--- config.mk ---
export PLATFORM = sky130hd
export DESIGN_NAME = mem_bank_scheduler_flat
export DESIGN_NICKNAME = d
export VERILOG_FILES = /design/src/rtl/mem_sched_pkg.sv /design/src/rtl/mem_bank_scheduler_if.sv /design/src/rtl/mem_sched_rr_pick.sv /design/src/rtl/mem_bank_scheduler.sv /design/src/flat_wrapper.sv
export SDC_FILE = /design/constraint.sdc
export NUM_CORES = 1
export LEC_CHECK = 0
export CORE_AREA = 2 2 143 145
export DETAILED_ROUTE_END_ITERATION = 8
export DIE_AREA = 0 0 145 147
export PLACE_DENSITY = 0.78
export SLEW_MARGIN = 0
export SYNTH_ARGS = -nofsm -noshare
export SYNTH_HDL_FRONTEND = slang
export SYNTH_SLANG_ARGS = --single-unit
--- constraint.sdc ---
create_clock -name clk -period 6.8 [get_ports clk]
set_input_delay 1.36 -clock clk [delete_from_list [all_inputs] [get_ports clk]]
set_output_delay 1.36 -clock clk [all_outputs]
set_load 0.01 [all_outputs]
--- src/rtl/mem_sched_pkg.sv ---
// rtl/mem_sched_pkg.sv - state encoding and burst arithmetic shared by the scheduler
package mem_sched_pkg;

  typedef enum logic [1:0] {
    ST_IDLE  = 2'd0,
    ST_ISSUE = 2'd1,
    ST_DONE  = 2'd2
  } sched_state_t;

  localparam int LINE_BYTES = 32;
  localparam int LINE_SHIFT = 5;

  function automatic logic [31:0] num_lines(input logic [31:0] size);
    return (size + 32'(LINE_BYTES - 1)) >> LINE_SHIFT;
  endfunction

  function automatic logic [5:0] tail_bytes(input logic [LINE_SHIFT-1:0] size_lo);
    return (size_lo == '0) ? 6'(LINE_BYTES) : {1'b0, size_lo};
  endfunction

endpackage

--- src/rtl/mem_bank_scheduler_if.sv ---
// rtl/mem_bank_scheduler_if.sv - client burst bus and SRAM farm strobes of the scheduler
interface mem_bank_scheduler_if #(
  parameter int NUM_CLIENTS = 8,
  parameter int ADDR_WIDTH  = 19,
  parameter int SIZE_WIDTH  = 16,
  parameter int NUM_BANKS   = 16
);
  localparam int CW = $clog2(NUM_CLIENTS);

  logic [NUM_CLIENTS-1:0]                 cl_req;
  logic [NUM_CLIENTS-1:0]                 cl_write;
  logic [NUM_CLIENTS-1:0][ADDR_WIDTH-1:0] cl_addr;
  logic [NUM_CLIENTS-1:0][SIZE_WIDTH-1:0] cl_size;
  logic                                   prio_en;
  logic [CW-1:0]                          prio_client;
  logic                                   sram_stall;
  logic [NUM_CLIENTS-1:0]                 cl_gnt;
  logic [NUM_CLIENTS-1:0]                 cl_ack;
  logic [NUM_CLIENTS-1:0]                 cl_rvalid;
  logic                                   cl_last;
  logic [5:0]                             cl_nbytes;
  logic [NUM_CLIENTS-1:0]                 cl_done;
  logic [NUM_BANKS-1:0]                   sram_cs;
  logic                                   sram_we;
  logic [ADDR_WIDTH-10:0]                 sram_addr;
  logic                                   busy;

  modport slave (
    input  cl_req, cl_write, cl_addr, cl_size, prio_en, prio_client, sram_stall,
    output cl_gnt, cl_ack, cl_rvalid, cl_last, cl_nbytes, cl_done,
           sram_cs, sram_we, sram_addr, busy
  );

  modport master (
    output cl_req, cl_write, cl_addr, cl_size, prio_en, prio_client, sram_stall,
    input  cl_gnt, cl_ack, cl_rvalid, cl_last, cl_nbytes, cl_done,
           sram_cs, sram_we, sram_addr, busy
  );
endinterface

--- src/rtl/mem_sched_rr_pick.sv ---
// rtl/mem_sched_rr_pick.sv - first set request at or after i_ptr, wrapping; one-hot and index out
module mem_sched_rr_pick #(
  parameter int N = 8
) (
  input  logic [N-1:0]         i_req,
  input  logic [$clog2(N)-1:0] i_ptr,
  output logic [N-1:0]         o_gnt,
  output logic [$clog2(N)-1:0] o_idx,
  output logic                 o_found
);
  int w_c;

  always_comb begin
    o_gnt   = '0;
    o_idx   = '0;
    o_found = 1'b0;
    w_c     = 0;
    for (int k = 0; k < N; k++) begin
      w_c = int'(i_ptr) + k;
      if (w_c >= N) w_c = w_c - N;
      if (!o_found && i_req[w_c]) begin
        o_found    = 1'b1;
        o_idx      = $clog2(N)'(w_c);
        o_gnt[w_c] = 1'b1;
      end
    end
  end
endmodule

--- src/rtl/mem_bank_scheduler.sv ---
// rtl/mem_bank_scheduler.sv - burst arbiter and per-line bank sequencer for the SRAM farm
// Optional wait-age override compiled in with MEM_SCHED_AGING_EN.
module mem_bank_scheduler
  import mem_sched_pkg::*;
#(
  parameter int NUM_CLIENTS = 8,
  parameter int ADDR_WIDTH  = 19,
  parameter int SIZE_WIDTH  = 16,
  parameter int NUM_BANKS   = 16,
  parameter int AGE_LIMIT   = 64
) (
  input logic                 clk,
  input logic                 rst,
  mem_bank_scheduler_if.slave bus
);
  localparam int CW     = $clog2(NUM_CLIENTS);
  localparam int LINE_W = ADDR_WIDTH - LINE_SHIFT;
  localparam int BANK_W = $clog2(NUM_BANKS);
  localparam int REM_W  = SIZE_WIDTH - LINE_SHIFT + 1;

  sched_state_t           r_state, w_next_state;
  logic [NUM_CLIENTS-1:0] r_gnt;
  logic                   r_write;
  logic [LINE_W-1:0]      r_line;
  logic [REM_W-1:0]       r_remaining;
  logic [5:0]             r_tail;
  logic [CW-1:0]          r_rr_ptr;
  logic                   r_rd_valid, r_rd_last;
  logic [5:0]             r_rd_nbytes;

  logic [NUM_CLIENTS-1:0] w_rr_gnt, w_win_gnt;
  logic [CW-1:0]          w_rr_idx, w_win_idx;
  logic                   w_rr_found, w_prio_hit, w_issue, w_last_line;
  logic [5:0]             w_line_nbytes;
  logic [SIZE_WIDTH-1:0]  w_win_size;
  logic [31:0]            w_win_lines;

  mem_sched_rr_pick #(.N(NUM_CLIENTS)) u_rr_pick (
    .i_req(bus.cl_req), .i_ptr(r_rr_ptr),
    .o_gnt(w_rr_gnt), .o_idx(w_rr_idx), .o_found(w_rr_found)
  );

  assign w_prio_hit = bus.prio_en & bus.cl_req[bus.prio_client];

`ifdef MEM_SCHED_AGING_EN
  localparam int AGE_W = $clog2(AGE_LIMIT + 1);
  logic [AGE_W-1:0]       r_age [NUM_CLIENTS];
  logic [NUM_CLIENTS-1:0] w_aged, w_age_gnt;
  logic [CW-1:0]          w_age_idx;
  logic                   w_age_found;

  always_comb begin
    w_aged = '0;
    for (int i = 0; i < NUM_CLIENTS; i++)
      w_aged[i] = bus.cl_req[i] && (r_age[i] == AGE_W'(AGE_LIMIT));
  end

  always_ff @(posedge clk) begin
    for (int i = 0; i < NUM_CLIENTS; i++) begin
      if (rst || r_gnt[i]) r_age[i] <= '0;
      else if (bus.cl_req[i] && r_age[i] != AGE_W'(AGE_LIMIT)) r_age[i] <= r_age[i] + AGE_W'(1);
    end
  end

  // Pointer fixed at 0 so the lowest aged index wins.
  mem_sched_rr_pick #(.N(NUM_CLIENTS)) u_age_pick (
    .i_req(w_aged), .i_ptr('0),
    .o_gnt(w_age_gnt), .o_idx(w_age_idx), .o_found(w_age_found)
  );

  always_comb begin
    w_win_gnt = w_rr_gnt;
    w_win_idx = w_rr_idx;
    if (w_age_found) begin
      w_win_gnt = w_age_gnt;
      w_win_idx = w_age_idx;
    end else if (w_prio_hit) begin
      w_win_gnt = NUM_CLIENTS'(1) << bus.prio_client;
      w_win_idx = bus.prio_client;
    end
  end
`else
  always_comb begin
    w_win_gnt = w_rr_gnt;
    w_win_idx = w_rr_idx;
    if (w_prio_hit) begin
      w_win_gnt = NUM_CLIENTS'(1) << bus.prio_client;
      w_win_idx = bus.prio_client;
    end
  end
`endif

  assign w_win_size    = bus.cl_size[w_win_idx];
  assign w_win_lines   = num_lines(32'(w_win_size));
  assign w_issue       = (r_state == ST_ISSUE) && !bus.sram_stall;
  assign w_last_line   = (r_remaining == REM_W'(1));
  assign w_line_nbytes = w_last_line ? r_tail : 6'(LINE_BYTES);

  logic [NUM_CLIENTS*LINE_SHIFT-1:0] w_unused_addr_lo;
  logic                              w_unused;
  always_comb begin
    w_unused_addr_lo = '0;
    for (int i = 0; i < NUM_CLIENTS; i++)
      w_unused_addr_lo[i*LINE_SHIFT +: LINE_SHIFT] = bus.cl_addr[i][LINE_SHIFT-1:0];
  end
  assign w_unused = ^{w_unused_addr_lo, w_win_lines[31:REM_W], AGE_LIMIT};

  always_comb begin
    w_next_state = r_state;
    case (r_state)
      ST_IDLE:  if (w_rr_found) w_next_state = (w_win_size == '0) ? ST_DONE : ST_ISSUE;
      ST_ISSUE: if (w_issue && w_last_line) w_next_state = ST_DONE;
      ST_DONE:  w_next_state = ST_IDLE;
      default:  w_next_state = ST_IDLE;
    endcase
  end

  always_ff @(posedge clk) begin
    if (rst) r_state <= ST_IDLE;
    else     r_state <= w_next_state;
  end

  always_ff @(posedge clk) begin
    if (rst) begin
      r_gnt       <= '0;
      r_write     <= 1'b0;
      r_line      <= '0;
      r_remaining <= '0;
      r_tail      <= '0;
      r_rr_ptr    <= '0;
      r_rd_valid  <= 1'b0;
      r_rd_last   <= 1'b0;
      r_rd_nbytes <= '0;
    end else begin
      // Read data leaves the farm one cycle after its bank select.
      r_rd_valid  <= w_issue && !r_write;
      r_rd_last   <= w_issue && !r_write && w_last_line;
      r_rd_nbytes <= (w_issue && !r_write) ? w_line_nbytes : 6'd0;
      case (r_state)
        ST_IDLE: if (w_rr_found) begin
          r_gnt       <= w_win_gnt;
          r_write     <= bus.cl_write[w_win_idx];
          r_line      <= bus.cl_addr[w_win_idx][ADDR_WIDTH-1:LINE_SHIFT];
          r_remaining <= w_win_lines[REM_W-1:0];
          r_tail      <= tail_bytes(w_win_size[LINE_SHIFT-1:0]);
          r_rr_ptr    <= (w_win_idx == CW'(NUM_CLIENTS - 1)) ? '0 : w_win_idx + CW'(1);
        end
        ST_ISSUE: if (w_issue) begin
          r_line      <= r_line + LINE_W'(1);
          r_remaining <= r_remaining - REM_W'(1);
        end
        ST_DONE: r_gnt <= '0;
        default: ;
      endcase
    end
  end

  always_comb begin
    bus.cl_gnt    = r_gnt;
    bus.cl_ack    = (w_issue && r_write) ? r_gnt : '0;
    bus.cl_rvalid = r_rd_valid ? r_gnt : '0;
    bus.cl_last   = (w_issue && r_write && w_last_line) || r_rd_last;
    bus.cl_nbytes = (w_issue && r_write) ? w_line_nbytes : r_rd_nbytes;
    bus.cl_done   = (r_state == ST_DONE) ? r_gnt : '0;
    bus.sram_cs   = w_issue ? (NUM_BANKS'(1) << r_line[BANK_W-1:0]) : '0;
    bus.sram_we   = w_issue && r_write;
    bus.sram_addr = w_issue ? r_line[LINE_W-1:BANK_W] : '0;
    bus.busy      = (r_state != ST_IDLE);
  end
endmodule

--- src/flat_wrapper.sv ---
// flat-port wrapper written by rule: the top's interface ports become plain ports
module mem_bank_scheduler_flat import mem_sched_pkg::*;
#(
  parameter int NUM_CLIENTS = 8,
  parameter int ADDR_WIDTH  = 19,
  parameter int SIZE_WIDTH  = 16,
  parameter int NUM_BANKS   = 16,
  parameter int AGE_LIMIT   = 64
)
  (clk, rst, bus_cl_req, bus_cl_write, bus_cl_addr, bus_cl_size, bus_prio_en, bus_prio_client, bus_sram_stall, bus_cl_gnt, bus_cl_ack, bus_cl_rvalid, bus_cl_last, bus_cl_nbytes, bus_cl_done, bus_sram_cs, bus_sram_we, bus_sram_addr, bus_busy);
  mem_bank_scheduler_if #(.NUM_CLIENTS(NUM_CLIENTS), .ADDR_WIDTH(ADDR_WIDTH), .SIZE_WIDTH(SIZE_WIDTH), .NUM_BANKS(NUM_BANKS)) bus_i ();
  input logic clk;
  input logic rst;
  input wire logic [$bits(bus_i.cl_req)-1:0] bus_cl_req;
  input wire logic [$bits(bus_i.cl_write)-1:0] bus_cl_write;
  input wire logic [$bits(bus_i.cl_addr)-1:0] bus_cl_addr;
  input wire logic [$bits(bus_i.cl_size)-1:0] bus_cl_size;
  input wire logic [$bits(bus_i.prio_en)-1:0] bus_prio_en;
  input wire logic [$bits(bus_i.prio_client)-1:0] bus_prio_client;
  input wire logic [$bits(bus_i.sram_stall)-1:0] bus_sram_stall;
  output wire logic [$bits(bus_i.cl_gnt)-1:0] bus_cl_gnt;
  output wire logic [$bits(bus_i.cl_ack)-1:0] bus_cl_ack;
  output wire logic [$bits(bus_i.cl_rvalid)-1:0] bus_cl_rvalid;
  output wire logic [$bits(bus_i.cl_last)-1:0] bus_cl_last;
  output wire logic [$bits(bus_i.cl_nbytes)-1:0] bus_cl_nbytes;
  output wire logic [$bits(bus_i.cl_done)-1:0] bus_cl_done;
  output wire logic [$bits(bus_i.sram_cs)-1:0] bus_sram_cs;
  output wire logic [$bits(bus_i.sram_we)-1:0] bus_sram_we;
  output wire logic [$bits(bus_i.sram_addr)-1:0] bus_sram_addr;
  output wire logic [$bits(bus_i.busy)-1:0] bus_busy;
  assign bus_i.cl_req = bus_cl_req;
  assign bus_i.cl_write = bus_cl_write;
  assign bus_i.cl_addr = bus_cl_addr;
  assign bus_i.cl_size = bus_cl_size;
  assign bus_i.prio_en = bus_prio_en;
  assign bus_i.prio_client = bus_prio_client;
  assign bus_i.sram_stall = bus_sram_stall;
  assign bus_cl_gnt = bus_i.cl_gnt;
  assign bus_cl_ack = bus_i.cl_ack;
  assign bus_cl_rvalid = bus_i.cl_rvalid;
  assign bus_cl_last = bus_i.cl_last;
  assign bus_cl_nbytes = bus_i.cl_nbytes;
  assign bus_cl_done = bus_i.cl_done;
  assign bus_sram_cs = bus_i.sram_cs;
  assign bus_sram_we = bus_i.sram_we;
  assign bus_sram_addr = bus_i.sram_addr;
  assign bus_busy = bus_i.busy;
  mem_bank_scheduler #(.NUM_CLIENTS(NUM_CLIENTS), .ADDR_WIDTH(ADDR_WIDTH), .SIZE_WIDTH(SIZE_WIDTH), .NUM_BANKS(NUM_BANKS), .AGE_LIMIT(AGE_LIMIT)) u_core (.clk(clk), .rst(rst), .bus(bus_i));
endmodule
Layout detail:
Window x 58 to 88, y 58 to 88 µm. Cells in gray, sequential cells in the stronger gray; small squares are vias.
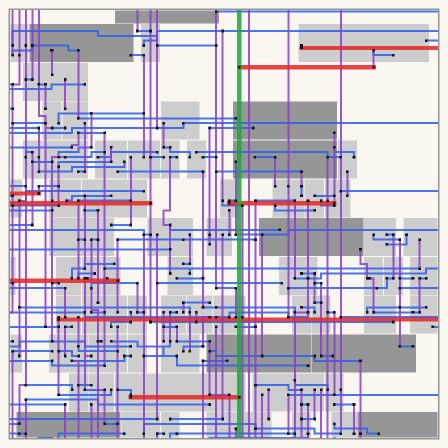
Green marks metal 4. Red marks metal 3. Purple marks metal 2. Blue marks metal 1.
67 logic cells have their middle in the window. Sequential cells in the window: 8. Netlist names of flops here include `u_core.r_remaining` (3), `u_core.r_state` (2). Most frequent: nand2_1 (11), nor2_1 (8), dfxtp_1 (8).

Selected gate families:
Scale: 2 px per µm.
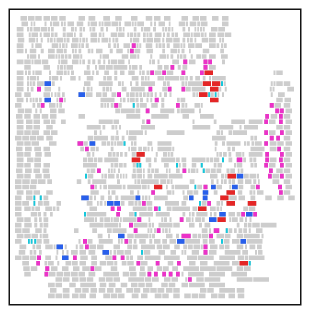
Blue marks AND-OR and OR-AND gates, cells 23. Red marks adder and majority cells, cells 17. Cyan marks inverters, cells 27. Magenta marks AND and OR gates, cells 94, where all over the die.
most frequent logic cell in the layout: clkdlybuf4s50_1
post-route insts no fill: 1595
logic share of the area: 0.527

==> stage by stage <==
stage / instances / power (W)
after floorplan: 1038 / 0.00366
after global placement: 1588 / 0.00476
after detailed placement: 1588 / 0.00481
after CTS: 1595 / 0.00507
after global routing: 1595 / 0.00552
final: 1595 / 0.00509
==> routing by layer <==
| layer | vias to the layer above | share of wire |
|---|---|---|
| li1 | 4385 | - |
| met1 | 4106 | 0.42 |
| met2 | 377 | 0.49 |
| met3 | 41 | 0.069 |
| met4 | 0 | 0.022 |
| met5 | - | 0 |
==> power by group through the flow <==
stage               Clock (W)  Sequential [W]  Combinational [W]
floorplan                   0        0.000504            0.00315
global placement            0        0.000523            0.00424
detailed placement          0        0.000528            0.00428
CTS                  0.000253        0.000521            0.00429
global route         0.000266        0.000540            0.00472
finish               0.000249        0.000522            0.00432
==> area by class of cell <==
type,instances,area (µm²),area share
clock buffer,6,129,0.0118
clock inverter,1,7.51,0.000686
inverter,27,101,0.00927
multi-input combinational,878,5770,0.527
sequential,54,1080,0.0989
tap,270,338,0.0309
timing repair buffer,359,3510,0.321
==> cell usage after synthesis, drive strengths merged, types with 14 or more instances <==
cell and count:
and3 29, a32oi 18, clkbuf 51, nand2 199
mux4 24, o21ai 55, inv 25, dfxtp 54
mux2 21, ha 17, nor2 69, o211ai 20
nand3 98, a211oi 14, buf 28, nor3 20
mux2i 54, a21oi 53, and2 47
==> worst paths after layout <==
kind	from	end	slack (ps)	depth (start not counted)
max reg2reg	u_core.r_rr_ptr[0]	u_core.r_remaining[11]	900	14
max	bus_cl_req[2]	u_core.r_remaining[11]	550	13
min reg2reg	u_core.r_tail[5]	u_core.r_tail[5]	480	2
min	u_core.r_tail[5]	u_core.r_tail[5]	480	2
==> sequential cells by signal (all words and copies together), names as in the netlist <==
| register | flops |
|---|---|
| u_core.r_line | 14 |
| u_core.r_rd_last | 1 |
| u_core.r_rd_nbytes | 6 |
| u_core.r_remaining | 12 |
| u_core.r_write | 1 |
| u_core.r_tail | 6 |
| u_core.bus.cl_gnt | 8 |
| u_core.r_state | 2 |
| u_core.r_rd_valid | 1 |
| u_core.r_rr_ptr | 3 |
==> logic make-up (layout without fill, tap and decap cells) <==
| group | after synthesis | after routing | synth area share |
|---|---|---|---|
| AND-OR/OR-AND | 235 | 235 | 0.223 |
| XOR/XNOR | 9 | 9 | 0.0108 |
| adder cells (fa/ha/maj) | 17 | 17 | 0.0293 |
| buffers and inverters | 106 | 393 | 0.0613 |
| flip-flops | 54 | 54 | 0.149 |
| multiplexers | 99 | 99 | 0.184 |
| AND/OR/NAND/NOR | 518 | 518 | 0.343 |
==> worst max-delay path: stages <==
cell,delay (ps)
clkdlybuf4s50_1,570
mux2_2,340
mux4_2,590
or3b_1,430
or4b_4,540
nand3_1,450
a32oi_1,200
mux4_2,570
or2_1,340
a211oi_2,200
o2111ai_2,210
or3_1,440
a211oi_2,210
==> flow_summary_export.csv <==
group,metric,value,unit
outcome,status,"finished, final reports clean",
critical_path,cp-end-kind,"flip-flop",
power_and_ir_drop,combPwrFrac,0.849,
final_layout,stdcell_area,10900,µm²
timing,hold_slack,480,ps
timing,slew_headroom,0.320,
floorplan,io_pins,370,
clock_tree,clockBufferDepth,2,
clock_tree,postCtsHoldBufs,0,
timing,setup_violations,0,
synth,synthArstFlopShare,0,
synth,synth_area,7270,µm²
routing,vias_per_cell,5.59,
global_route,grt_max_degree,57,
final_layout,lay_top_cells,"328 x clkdlybuf4s50_1, 198 x nand2_1, 98 x nand3_1, 65 x nor2_1, 54 x dfxtp_1",
clock_tree,cts-root-buf,"clkbuf_16",
synth,synthCells,1038,
routing,drtIter0Drc,630,
power_and_ir_drop,internal-power,0.00229,W
place,dpl.hpwl,21.7,mm
clock_tree,postCtsSetupRepairBufs,0,
timing,min_period,6250,ps
synth,synth_seq_share,0.149,
timing,grt_setup_unrepaired,"no",
place,globalplace.congestion,0.943,
synth,yosysWarnings,0,
final_layout,drive_gt1_frac,0.0808,
synth,yosys.area.top_type,"dfxtp_1",
critical_path,path_max_fanout,14,
routing,dr.pass1.iters,5,
critical_path,worst-setup-path-type,"in2reg",
synth,syn_nets,1358,
routing,routedWlPerCell,17.4,µm
place,dp_slack,302,ps
routing,drtAntennaViolNets,0,
global_route,gr-usage-met3,0.0345,
timing,clock_skew,9.62,ps
global_route,overflow,0,
timing,max_freq,0.160,GHz
timing,hold_viol,0,
synth,synth_cell_types,79,
power_and_ir_drop,power_leakage,4.12,nW
critical_path,cp.required,7020,ps
critical_path,startpoint_type,"input port",
power_and_ir_drop,switching_share,0.550,
clock_tree,htree_levels,2,
power_and_ir_drop,power_frac_seq,0.103,
No activity file was given, so power comes from the tool's default toggle rates.
